Figure 1. Close-up of the layout (run 1).
Window x 19 to 49, y 86 to 116 um. Cells in gray, sequential cells in the stronger gray; small squares are vias.
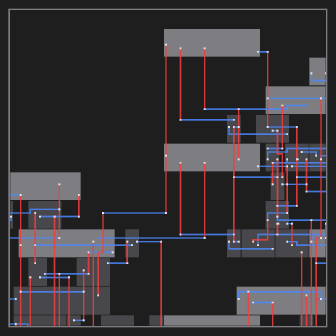
Figure 2. Clock distribution (run 1).
(4 px per um)
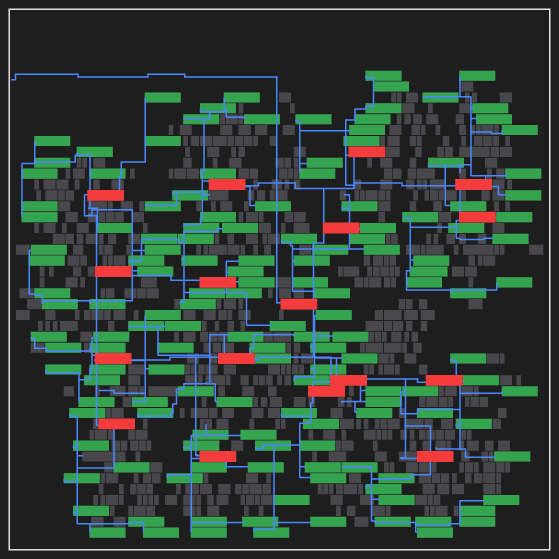
Figure 3. Cells colored by class (run 1).
(3 px per um) Fill, decap, tap and diode cells in gray.
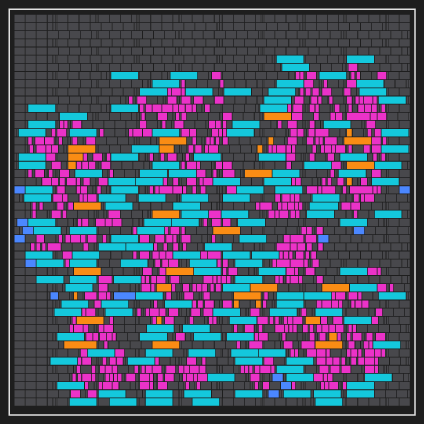
Figure 4. Signal wires on met2 (run 1).
(3 px per um)
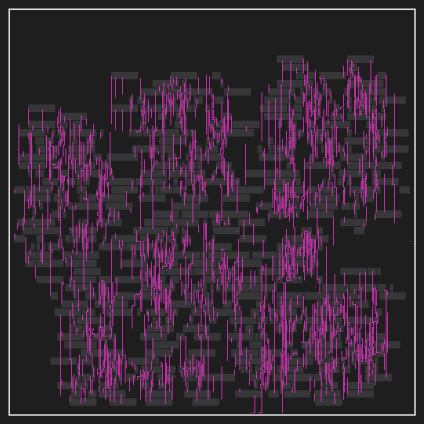
## src/rtl/time_setup_ctrl_pkg.sv

```systemverilog
// Shared definitions for the time-setting controller: FSM state encoding,
// default timing constants and the setup-field rotation helper.
package time_setup_ctrl_pkg;

    localparam int unsigned DEF_TICK_DIV        = 50_000_000;
    localparam int unsigned DEF_DEBOUNCE_CYCLES = 500_000;
    localparam int unsigned DEF_REPEAT_DELAY    = 25_000_000;
    localparam int unsigned DEF_REPEAT_RATE     = 5_000_000;

    typedef enum logic [1:0] {
        ST_RUN      = 2'd0,
        ST_SET_SEC  = 2'd1,
        ST_SET_MIN  = 2'd2,
        ST_SET_HOUR = 2'd3
    } state_t;

    // Select rotates seconds -> minutes -> hours -> seconds.
    function automatic state_t next_field(input state_t s);
        case (s)
            ST_SET_SEC: return ST_SET_MIN;
            ST_SET_MIN: return ST_SET_HOUR;
            default:    return ST_SET_SEC;
        endcase
    endfunction

endpackage

```

## src/rtl/time_setup_ctrl_btn_debounce.sv

```systemverilog
// Raw button conditioning: 2-flop synchronizer, debounce counter that accepts
// a new level after DEBOUNCE_CYCLES equal samples, and a one-cycle press pulse.
module btn_debounce
    import time_setup_ctrl_pkg::*;
#(
    parameter int unsigned DEBOUNCE_CYCLES = DEF_DEBOUNCE_CYCLES
) (
    input  logic clk,
    input  logic rst,
    input  logic btn,
    output logic level,
    output logic press
);

    localparam int unsigned CW = $clog2(DEBOUNCE_CYCLES + 1);
    localparam logic [CW-1:0] CNT_LAST = CW'(DEBOUNCE_CYCLES - 1);

    logic          sync1;
    logic          sync2;
    logic [CW-1:0] cnt;

    // NOTE: non-blocking assignments here so every flop samples pre-edge values.
    always_ff @(posedge clk or posedge rst) begin
        if (rst) begin
            sync1 <= 1'b0;
            sync2 <= 1'b0;
            cnt   <= '0;
            level <= 1'b0;
            press <= 1'b0;
        end else begin
            sync1 <= btn;
            sync2 <= sync1;
            press <= 1'b0;
            if (sync2 == level) begin
                cnt <= '0;
            end else if (cnt == CNT_LAST) begin
                // The sample that completes the run is the one accepted.
                level <= sync2;
                press <= sync2;
                cnt   <= '0;
            end else begin
                cnt <= cnt + 1'b1;
            end
        end
    end

endmodule

```

## src/rtl/time_setup_ctrl.sv

```systemverilog
// Clock time-setting controller: run/setup FSM, 1 Hz timebase in run mode,
// and single/auto-repeat adjust pulses with direction in setup mode.
module time_setup_ctrl
    import time_setup_ctrl_pkg::*;
#(
    parameter int unsigned TICK_DIV        = DEF_TICK_DIV,
    parameter int unsigned DEBOUNCE_CYCLES = DEF_DEBOUNCE_CYCLES,
    parameter int unsigned REPEAT_DELAY    = DEF_REPEAT_DELAY,
    parameter int unsigned REPEAT_RATE     = DEF_REPEAT_RATE
) (
    input  logic clk,
    input  logic rst,
    input  logic btn_mode,
    input  logic btn_select,
    input  logic btn_up,
    input  logic btn_down,
    output logic display,
    output logic setup_second,
    output logic setup_minute,
    output logic setup_hour,
    output logic inc_dec,
    output logic tick
);

    localparam int unsigned TB_W = $clog2(TICK_DIV + 1);
    localparam int unsigned RW   = $clog2(REPEAT_DELAY + 1);
    localparam logic [TB_W-1:0] TB_LAST    = TB_W'(TICK_DIV - 1);
    localparam logic [RW-1:0]   REP_LAST   = RW'(REPEAT_DELAY - 1);
    localparam logic [RW-1:0]   REP_RELOAD = RW'(REPEAT_DELAY - REPEAT_RATE);

    logic mode_lvl, mode_press;
    logic sel_lvl, sel_press;
    logic up_lvl, up_press;
    logic dn_lvl, dn_press;
    logic unused_levels;

    btn_debounce #(.DEBOUNCE_CYCLES(DEBOUNCE_CYCLES)) u_db_mode (
        .clk(clk), .rst(rst), .btn(btn_mode), .level(mode_lvl), .press(mode_press)
    );
    btn_debounce #(.DEBOUNCE_CYCLES(DEBOUNCE_CYCLES)) u_db_select (
        .clk(clk), .rst(rst), .btn(btn_select), .level(sel_lvl), .press(sel_press)
    );
    btn_debounce #(.DEBOUNCE_CYCLES(DEBOUNCE_CYCLES)) u_db_up (
        .clk(clk), .rst(rst), .btn(btn_up), .level(up_lvl), .press(up_press)
    );
    btn_debounce #(.DEBOUNCE_CYCLES(DEBOUNCE_CYCLES)) u_db_down (
        .clk(clk), .rst(rst), .btn(btn_down), .level(dn_lvl), .press(dn_press)
    );

    // Mode and select only act on press edges; their held levels are unused.
    assign unused_levels = mode_lvl ^ sel_lvl;

    state_t state, state_next;
    logic   state_change;

    always_ff @(posedge clk or posedge rst) begin
        if (rst) state <= ST_RUN;
        else     state <= state_next;
    end

    // NOTE: state_next gets its default first so no path can infer a latch.
    always_comb begin
        state_next = state;
        if (mode_press) begin
            state_next = (state == ST_RUN) ? ST_SET_SEC : ST_RUN;
        end else if (sel_press && state != ST_RUN) begin
            state_next = next_field(state);
        end
    end

    assign state_change = (state_next != state);
    assign display      = (state != ST_RUN);
    assign setup_second = (state != ST_SET_SEC);
    assign setup_minute = (state != ST_SET_MIN);
    assign setup_hour   = (state != ST_SET_HOUR);

    logic [TB_W-1:0] tb_cnt;
    logic            run_tick;

    // Held at zero through setup and on the transition edges, so run mode
    // always restarts a full TICK_DIV period.
    always_ff @(posedge clk or posedge rst) begin
        if (rst) begin
            tb_cnt <= '0;
        end else if (state != ST_RUN || state_next != ST_RUN) begin
            tb_cnt <= '0;
        end else if (tb_cnt == TB_LAST) begin
            tb_cnt <= '0;
        end else begin
            tb_cnt <= tb_cnt + 1'b1;
        end
    end

    assign run_tick = (state == ST_RUN) && (tb_cnt == TB_LAST);

    logic          adj_tick;
    logic          rep_active;
    logic [RW-1:0] rep_cnt;
    logic          held_lvl;

    assign held_lvl = inc_dec ? up_lvl : dn_lvl;

    // rep_cnt counts cycles since the press; reloading below REP_LAST spaces
    // later pulses REPEAT_RATE apart.
    always_ff @(posedge clk or posedge rst) begin
        if (rst) begin
            adj_tick   <= 1'b0;
            inc_dec    <= 1'b1;
            rep_active <= 1'b0;
            rep_cnt    <= '0;
        end else begin
            adj_tick <= 1'b0;
            if (state_next == ST_RUN || state_change) begin
                rep_active <= 1'b0;
                rep_cnt    <= '0;
                if (state_next == ST_RUN) inc_dec <= 1'b1;
            end else if (up_lvl && dn_lvl) begin
                rep_active <= 1'b0;
                rep_cnt    <= '0;
            end else if (up_press || dn_press) begin
                adj_tick   <= 1'b1;
                inc_dec    <= up_press;
                rep_active <= 1'b1;
                rep_cnt    <= RW'(1);
            end else if (rep_active && held_lvl) begin
                if (rep_cnt == REP_LAST) begin
                    adj_tick <= 1'b1;
                    rep_cnt  <= REP_RELOAD;
                end else begin
                    rep_cnt <= rep_cnt + 1'b1;
                end
            end else begin
                rep_active <= 1'b0;
                rep_cnt    <= '0;
            end
        end
    end

    assign tick = (run_tick | adj_tick) & ~state_change;

endmodule

```

## config.mk

```make
export PLATFORM = sky130hd
export DESIGN_NAME = time_setup_ctrl
export DESIGN_NICKNAME = d
export VERILOG_FILES = /design/src/rtl/time_setup_ctrl_pkg.sv /design/src/rtl/time_setup_ctrl_btn_debounce.sv /design/src/rtl/time_setup_ctrl.sv
export SDC_FILE = /design/constraint.sdc
export NUM_CORES = 1
export LEC_CHECK = 0
export CORE_UTILIZATION = 40
export CTS_CLUSTER_DIAMETER = 200
export CTS_CLUSTER_SIZE = 8
export DETAILED_ROUTE_END_ITERATION = 7
export SETUP_SLACK_MARGIN = 0.5
export SYNTH_ARGS = -nofsm -noshare
export SYNTH_HDL_FRONTEND = slang
export SYNTH_SLANG_ARGS = --single-unit
```

## constraint.sdc

```tcl
create_clock -name clk -period 4.4 [get_ports clk]
set_clock_uncertainty 0.1 [all_clocks]
set_input_delay 0.44 -clock clk [delete_from_list [all_inputs] [get_ports clk]]
set_output_delay 0.44 -clock clk [all_outputs]
set_load 0.02 [all_outputs]
```

==> results_tabular.tex, run 1 <==
% Auto-generated results table
\begin{tabular}{lr}
\hline
Metric & Value \\
\hline
\multicolumn{2}{l}{\textbf{Clocking}} \\
\quad CTS Hold Bufs & 0 \\
\quad Number of buffers inserted to repair setup after CTS & 0 \\
\quad H-tree lvl count & 4 \\
\quad Total of cells resized after clock tree synthesis & 0 \\
\multicolumn{2}{l}{\textbf{Finish}} \\
\quad Area overhead of the layout relative to synthesis & 13.1\% \\
\quad Share of cells above drive strength 1 & 6.52\% \\
\quad Number of diodes & 0 \\
\multicolumn{2}{l}{\textbf{Critical path}} \\
\quad Chain of cells forming the critical path & inv\_1, ha\_1, xor2\_1, o21ai\_0, o311a\_1, nor2b\_1, clkdlybuf4s50\_1 \\
\quad Critical Path Slowest Stage Cell & clkdlybuf4s50\_1 \\
\quad Stage delay of the slowest cell on the critical path & 0.62 ns \\
\quad Launching element type of the critical path & flip-flop \\
\multicolumn{2}{l}{\textbf{Final timing}} \\
\quad Worst slew margin relative to its limit & 33.6\% \\
\quad Final hold violations & 0 \\
\quad Sum of negative setup slack & 0 ns \\
\quad Hold Slack & 0.250 ns \\
\quad Final-report setup violation count & 0 \\
\quad Final-report max-slew violation count & 0 \\
\multicolumn{2}{l}{\textbf{Routing}} \\
\quad DR WL/cell & 13.5 um \\
\quad Via/cell ratio & 5.15 \\
\multicolumn{2}{l}{\textbf{GRT}} \\
\quad Pin count of the biggest net entering global routing & 68 \\
\quad Antenna violations before repair & 0 \\
\quad Vias in the first global route & 4,950 \\
\quad Tot GR Track Use & 15.7\% \\
\multicolumn{2}{l}{\textbf{Pwr}} \\
\quad Seq group & 1390 uW \\
\quad Combinational power & 62.2 uW \\
\quad Power of the clock network & 1370 uW \\
\quad Internal power contribution & 2220 uW \\
\quad Net Sw Power & 596 uW \\
\multicolumn{2}{l}{\textbf{Place}} \\
\quad Half-perimeter wire length after detailed placement & 8.73 mm \\
\multicolumn{2}{l}{\textbf{Floorplan}} \\
\quad Number of primary I/O pins & 12 \\
\quad Starting density of the core & 40.9\% \\
\quad Die Area & 18,200 sq um \\
\quad Placeable core region & 17,200 sq um \\
\multicolumn{2}{l}{\textbf{Status}} \\
\quad Status & finished clean \\
\multicolumn{2}{l}{\textbf{Run}} \\
\quad Tally of max-capacitance violations & 0 \\
\multicolumn{2}{l}{\textbf{Yosys}} \\
\quad Largest cells by area & dfrtp\_1, xor2\_1, nor2\_1 \\
\quad Count of synthesis-stage warnings from yosys & 0 \\
\hline
\end{tabular}
About Figure 1:
Key: M1 = blue; M2 = red
Sequential cells in the window: 6. Most frequent: dfrtp_1 (6), xor2_1 (4), nor2_1 (4). Netlist names of flops here include u_db_down.cnt (3), u_db_select.cnt (2). 21 logic cells have their middle in the window.

About Figure 2:
Key: clock-net drivers = red [count 17]; flip-flops = green [count 148]; clock wires = blue [length 1,860 um]
Position of the flops: spread over the die.
part of the total power dissipated in the clock network: 48.6%
clock latency reported for the late side of the worst-skew pair: 0.42 ns

About Figure 3:
Key: registers = cyan [cells 148, share of their area 48%]; remaining buffers and delay cells = blue [cells 13, share of their area 1.8%]; clock drivers and dummy loads = orange [cells 32, share of their area 7.3%]; remaining logic cells = magenta [cells 543, share of their area 43%]
Site Rows: 48
final cell area excluding filler cells: 7970 sq um

About Figure 4:
622 nets have wire on it. The layer carries 5,990 um of wire. The layer holds 46% of the routed length.

-- run 1: state kept, by name (all words and copies together), names as in the netlist, 2 cells and up --
register	flops
state	2
u_db_mode.cnt	19
u_db_up.cnt	19
u_db_down.cnt	19
tb_cnt	26
rep_cnt	25
u_db_select.cnt	19
-- run 1: area by class of cell --
class	instances	area [sq um]	share of cell area [%]
sequential	148	3700	46.5
multi-input combinational	525	3210	40.3
clock buffer	22	484	6.07
tap	225	282	3.53
timing repair buffer	13	138	1.73
clock inverter	10	80.1	1.00
inverter	18	71.3	0.895
-- run 1: worst paths after layout --
kind | from | to | slack, ns
worst max-delay path | state[0] | tick | 1.17
worst min-delay path | u_db_select.sync1 | u_db_select.sync2 | 0.25
worst max register to register | state[1] | tb_cnt[7] | 1.83
worst min register to register | u_db_select.sync1 | u_db_select.sync2 | 0.25
max in group asynchronous | rst | u_db_down.cnt[8] | 2.72
min in group asynchronous | rst | u_db_select.cnt[1] | 0.48
-- run 1: cell usage in the layout (no fill, tap or decap), types with 11 or more instances in the layout --
| cell | count |
|---|---|
| and3_1 | 19 |
| dfrtp_1 | 147 |
| nor2_1 | 150 |
| inv_1 | 17 |
| clkbuf_16 | 17 |
| nand2_1 | 51 |
| xor2_1 | 73 |
| xnor2_1 | 46 |
| nand3_1 | 46 |
| clkdlybuf4s50_1 | 11 |
| nand4_1 | 31 |
| nor4_1 | 12 |
| nor3_1 | 12 |
-- run 1: cell families after synthesis --
kind of cell / after synthesis / synth area share (%)
muxes: 5 / 0.799
adders and majority gates: 10 / 1.78
DFF: 148 / 52.6
and+or+nand+nor: 373 / 26.7
xor gates and xnor gates: 119 / 14.8
buffers and inverters: 29 / 1.85
AOI/OAI and AO/OA: 18 / 1.56
==> run 1 -> run 2 <==
Clock period 4.4 ns to 3.1 ns, I/O delays scaled along.
Figure 5. Clock distribution (run 2).
(4 px per um)
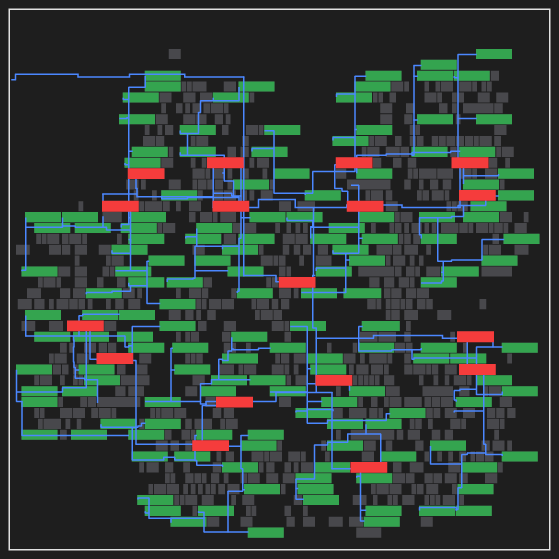
Key: clock wires = blue [length 1,910 um]; flip-flops = green [count 148]; clock-net drivers = red [count 17]
Position of the flops: spread over the die. There are 18 routed clock nets.

Figure 6. Clock nets (run 2).
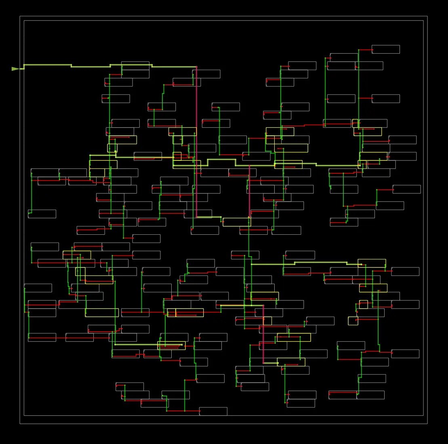
number of sinks handled by clock tree synthesis: 148
count of clock-net buffers in the final layout: 18
number of sequential cells: 148
power of the clock network: 2120 uW

==> run 2 against run 1 <==
Net effect: routed wire length increased by 4.4%; cell area increased by 1.4%; critical endpoint is now tb_cnt[12]; first-iteration DRC count decreased by 16%; clock power increased by 55%; register-to-register slack got worse by 1.1 ns; cell count increased by 0.31%; via count about the same; critical path type is now reg -> reg; core utilization increased by 0.65 points; synthesized cell count unchanged; non-clock buffer count increased by 3; combinational power increased by 42%; sequential share of layout area decreased by 0.61 points.
==> results_tabular.tex, run 2 <==
% Auto-generated results table
\begin{tabular}{lr}
\hline
Metric & Value \\
\hline
\multicolumn{2}{l}{\textbf{Status}} \\
\quad Status & finished clean \\
\multicolumn{2}{l}{\textbf{Pwr}} \\
\quad Net Sw Power & 910 uW (+53\%) \\
\quad Part of the total power dissipated in the clock network & 50.8\% (+2.2 points) \\
\quad Combinational power & 88.5 uW (+42\%) \\
\multicolumn{2}{l}{\textbf{Floorplan}} \\
\quad Starting density of the core & 40.9\% (unchanged) \\
\quad Number of primary I/O pins & 12 (unchanged) \\
\quad Site Rows & 48 (unchanged) \\
\multicolumn{2}{l}{\textbf{Final timing}} \\
\quad Final hold violations & 0 (unchanged) \\
\quad Final-report max-slew violation count & 0 (unchanged) \\
\quad Worst slew margin relative to its limit & 43.9\% (+10 points) \\
\quad Post-route fraction of the period consumed by the critical path & 77.2\% \\
\quad Final-report setup violation count & 0 (unchanged) \\
\multicolumn{2}{l}{\textbf{Yosys}} \\
\quad Count of synthesis-stage warnings from yosys & 0 (unchanged) \\
\quad Dominant cell type by area after synthesis & dfrtp\_1 \\
\quad Largest cells by area & dfrtp\_1, xor2\_1, nor2\_1 \\
\multicolumn{2}{l}{\textbf{Clocking}} \\
\quad Number of buffers inserted to repair setup after CTS & 1 (+1) \\
\quad Clock latency reported for the late side of the worst-skew pair & 0.43 ns (about the same) \\
\quad Total of cells resized after clock tree synthesis & 7 (+7) \\
\quad H-tree lvl count & 4 (unchanged) \\
\multicolumn{2}{l}{\textbf{Critical path}} \\
\quad Critical Path Slowest Stage Cell & or2\_1 \\
\quad Chain of cells forming the critical path & inv\_1, ha\_4, inv\_1, or4\_1, or2\_1, nor2\_1 \\
\quad Stage delay of the slowest cell on the critical path & 0.55 ns (-0.07 ns) \\
\quad Launching element type of the critical path & flip-flop \\
\multicolumn{2}{l}{\textbf{Finish}} \\
\quad Final cell area excluding filler cells & 8080 sq um (+1.4\%) \\
\quad Share of cells above drive strength 1 & 7.98\% (+1.5 points) \\
\quad Regs by FF count & tb\_cnt (26), rep\_cnt (25) \\
\quad Max FFs per register & 26 (unchanged) \\
\quad Top logic cell by instance count in the layout & nor2\_1 \\
\quad Most flop-heavy register & tb\_cnt \\
\quad Area overhead of the layout relative to synthesis & 14.7\% \\
\multicolumn{2}{l}{\textbf{Run}} \\
\quad Total tool warning count & 29 \\
\quad Tally of max-capacitance violations & 0 (unchanged) \\
\multicolumn{2}{l}{\textbf{Routing}} \\
\quad Via/cell ratio & 5.13 (-0.33\%) \\
\quad Routed met2 length & 6.51 mm \\
\quad DR WL/cell & 14.0 um (+4.1\%) \\
\multicolumn{2}{l}{\textbf{GRT}} \\
\quad Vias in the first global route & 5,132 (+3.7\%) \\
\quad Antenna violations before repair & 0 (unchanged) \\
\quad Pin count of the biggest net entering global routing & 95 (+40\%) \\
\quad Tot GR Track Use & 16.4\% (+0.64 points) \\
\hline
\end{tabular}
-- run 2: netlist changes by cell type in the layout (fill, tap and decap cells not counted), sizes merged --
cell | previous run | this run
clkbuf | 22 | 18
buf | 2 | 6
bufinv | 1 | 3
clkinv | 7 | 2
clkdlybuf4s50 | 11 | 10
inv | 17 | 20
clkinvlp | 3 | 7
-- run 2: final cells by class --
type | instances | area, sq um | share of cell area, %
clock buffer | 18 | 439 | 5.43
multi-input combinational | 525 | 3250 | 40.3
timing repair buffer | 16 | 155 | 1.92
sequential | 148 | 3710 | 45.9
inverter | 18 | 71.3 | 0.882
clock inverter | 14 | 175 | 2.17
tap | 225 | 282 | 3.48
-- run 2: per-layer routing --
metal  up-vias  GRT usage, %
met1      2465          21.2
met4         0          5.87
met3         8          4.47
li1       2422             -
met2        55          26.3
met5         -             0
-- run 2: logic make-up after synthesis --
family | count (synthesis) | share of synthesized area [%]
compound gates | 18 | 1.56
xor+xnor | 119 | 14.8
fa+ha+maj | 10 | 1.78
buf+inv | 29 | 1.85
flops | 148 | 52.6
mux | 5 | 0.799
simple gates | 373 | 26.7
-- run 2: final timing paths --
| kind | from | to | slack (ns) | depth (start not counted) |
|---|---|---|---|---|
| setup / recovery | state[1] | tb_cnt[12] | 0.71 | 6 |
| hold / removal | rst | u_db_select.cnt[14] | 0.13 | 2 |
| setup reg to reg | state[1] | tb_cnt[12] | 0.71 | 6 |
| hold reg to reg | u_db_down.sync1 | u_db_down.sync2 | 0.25 | 0 |
| max in group asynchronous | rst | state[1] | 1.94 | 3 |
| min in group clk | btn_mode | u_db_mode.sync1 | 0.22 | 1 |
==> run 2 -> run 3 <==
Clock period 3.1 ns to 2.3 ns, I/O delays scaled along.
Figure 7. Clock nets (run 3).
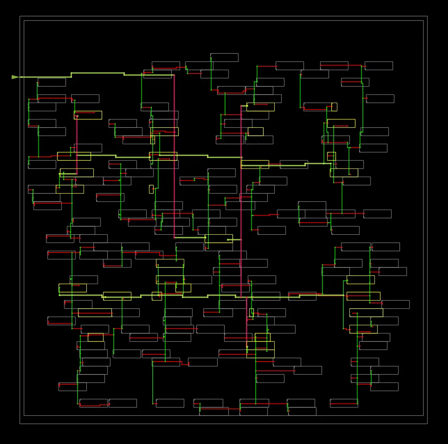
count of clock-net buffers in the final layout: 24
power of the clock network: 3080 uW
number of CTS-inserted buffers: 17

Figure 8. Cells colored by class (run 3).
(3 px per um) Fill, decap, tap and diode cells in gray.
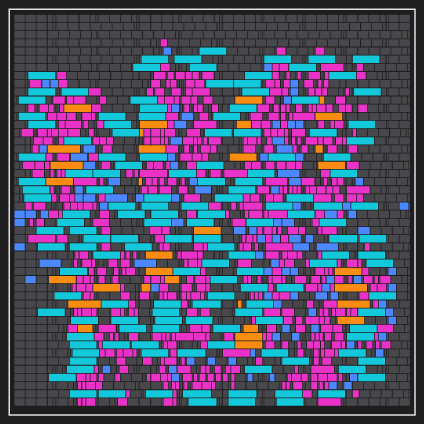
Key: remaining buffers and delay cells = blue [cells 102, share of their area 10%]; clock drivers and dummy loads = orange [cells 32, share of their area 7.2%]; registers = cyan [cells 148, share of their area 40%]; remaining logic cells = magenta [cells 545, share of their area 42%]
final cell area excluding filler cells: 9500 sq um
placeable core region: 17,200 sq um
fraction of standard cell area that is sequential: 39.1%

==> run 3 against run 2 <==
Net effect: routed wire length grew 13%; die size is the same; critical path depth grew 1; cell area grew 17%; clock power grew 45%; via count grew 7.3%; worst hold slack lost 0.069 ns; highest routed layer unchanged.
==> results_tabular.tex, run 3 <==
% Auto-generated results table
\begin{tabular}{lr}
\hline
Metric & Value \\
\hline
\multicolumn{2}{l}{\textbf{Status}} \\
\quad Status & finished clean \\
\multicolumn{2}{l}{\textbf{Floorplan}} \\
\quad Number of primary I/O pins & 12 (unchanged) \\
\quad Starting density of the core & 40.9\% (unchanged) \\
\multicolumn{2}{l}{\textbf{Clocking}} \\
\quad Clock latency reported for the late side of the worst-skew pair & 0.42 ns (about the same) \\
\quad H-tree lvl count & 4 (unchanged) \\
\quad Number of sinks handled by clock tree synthesis & 148 (unchanged) \\
\multicolumn{2}{l}{\textbf{Critical path}} \\
\quad Launching element type of the critical path & flip-flop \\
\quad Critical Path Slowest Stage Cell & dfrtp\_1 \\
\multicolumn{2}{l}{\textbf{Finish}} \\
\quad Area overhead of the layout relative to synthesis & 34.7\% \\
\quad Most flop-heavy register & tb\_cnt \\
\quad Max FFs per register & 26 (unchanged) \\
\quad Regs by FF count & tb\_cnt (26), rep\_cnt (25) \\
\multicolumn{2}{l}{\textbf{Yosys}} \\
\quad Dominant cell type by area after synthesis & dfrtp\_1 \\
\quad Count of synthesis-stage warnings from yosys & 0 (unchanged) \\
\quad Largest cells by area & dfrtp\_1, xor2\_1, nor2\_1 \\
\multicolumn{2}{l}{\textbf{Final timing}} \\
\quad Post-route fraction of the period consumed by the critical path & 96.0\% \\
\quad Worst slew margin relative to its limit & 70.1\% (+26 points) \\
\quad Final-report setup violation count & 0 (unchanged) \\
\quad Final hold violations & 0 (unchanged) \\
\multicolumn{2}{l}{\textbf{Routing}} \\
\quad Via/cell ratio & 5.05 (-1.7\%) \\
\quad DR WL/cell & 14.5 um (+3.8\%) \\
\quad Routed met2 length & 7.62 mm (+17\%) \\
\multicolumn{2}{l}{\textbf{GRT}} \\
\quad Grt met2 use & 28.6\% (+2.3 points) \\
\quad Met3 usage & 4.32\% (-0.15 points) \\
\quad Tot GR Track Use & 17.6\% (+1.2 points) \\
\quad Most used routing layer & met2 \\
\quad Antenna violations before repair & 0 (unchanged) \\
\quad Pin count of the biggest net entering global routing & 64 (-33\%) \\
\multicolumn{2}{l}{\textbf{Run}} \\
\quad Total tool warning count & 32 (+10\%) \\
\multicolumn{2}{l}{\textbf{Pwr}} \\
\quad Part of the total power dissipated in the clock network & 52.0\% (+1.2 points) \\
\hline
\end{tabular}
[run 3: cell types whose count changed in the layout (fill, tap and decap cells not counted), sizes merged, moves of 2 or more]
cell / previous run / this run
clkinvlp: 7 / 2
clkdlybuf4s50: 10 / 5
clkbuf: 18 / 24
nand2: 51 / 53
bufinv: 3 / 5
buf: 6 / 95
inv: 20 / 18
[run 3: critical path: cells and delay by family (launching register included)]
kind                   cells  cell delay, ns
AOI/OAI and AO/OA          1            0.06
DFF                        1            0.38
and+or+nand+nor            4            0.72
buffers and inverters      2            0.29
[run 3: area by class of cell]
| cell class | count | area [sq um] | share of cell area [%] |
|---|---|---|---|
| clock buffers | 24 | 492 | 5.18 |
| clock inverters | 8 | 171 | 1.81 |
| well taps | 225 | 282 | 2.96 |
| flip-flops and latches | 148 | 3710 | 39.1 |
| inverters | 18 | 73.8 | 0.777 |
| repair buffers | 102 | 925 | 9.74 |
| multi-input cells | 527 | 3840 | 40.4 |
[run 3: repair_timing]
action | in CTS | in global routing
buffers inserted | 32 | 18
hold endpoints to repair | 0 | 0
pin swaps | 41 | 50
setup endpoints to repair | 114 | 124
gates cloned | 5 | 3
resized | 98 | 104
[run 3: cell families after synthesis]
group	after synthesis	synth area share, %
buf+inv	29	1.85
simple gates	373	26.7
fa+ha+maj	10	1.78
compound gates	18	1.56
mux	5	0.799
xor+xnor	119	14.8
flops	148	52.6
[run 3: final timing paths]
check,depth (start not counted),to,slack [ns],from
min,2,u_db_select.cnt[4],0.06,rst
max reg2reg,7,tb_cnt[24],0.25,tb_cnt[0]
max,7,tick,0.09,tb_cnt[15]
min reg2reg,0,u_db_select.sync2,0.25,u_db_select.sync1
min in group clk,1,u_db_up.sync1,0.15,btn_up
max in group asynchronous,3,inc_dec,1.35,rst
Power figures rest on the tool's default switching activity, not on a simulated workload.
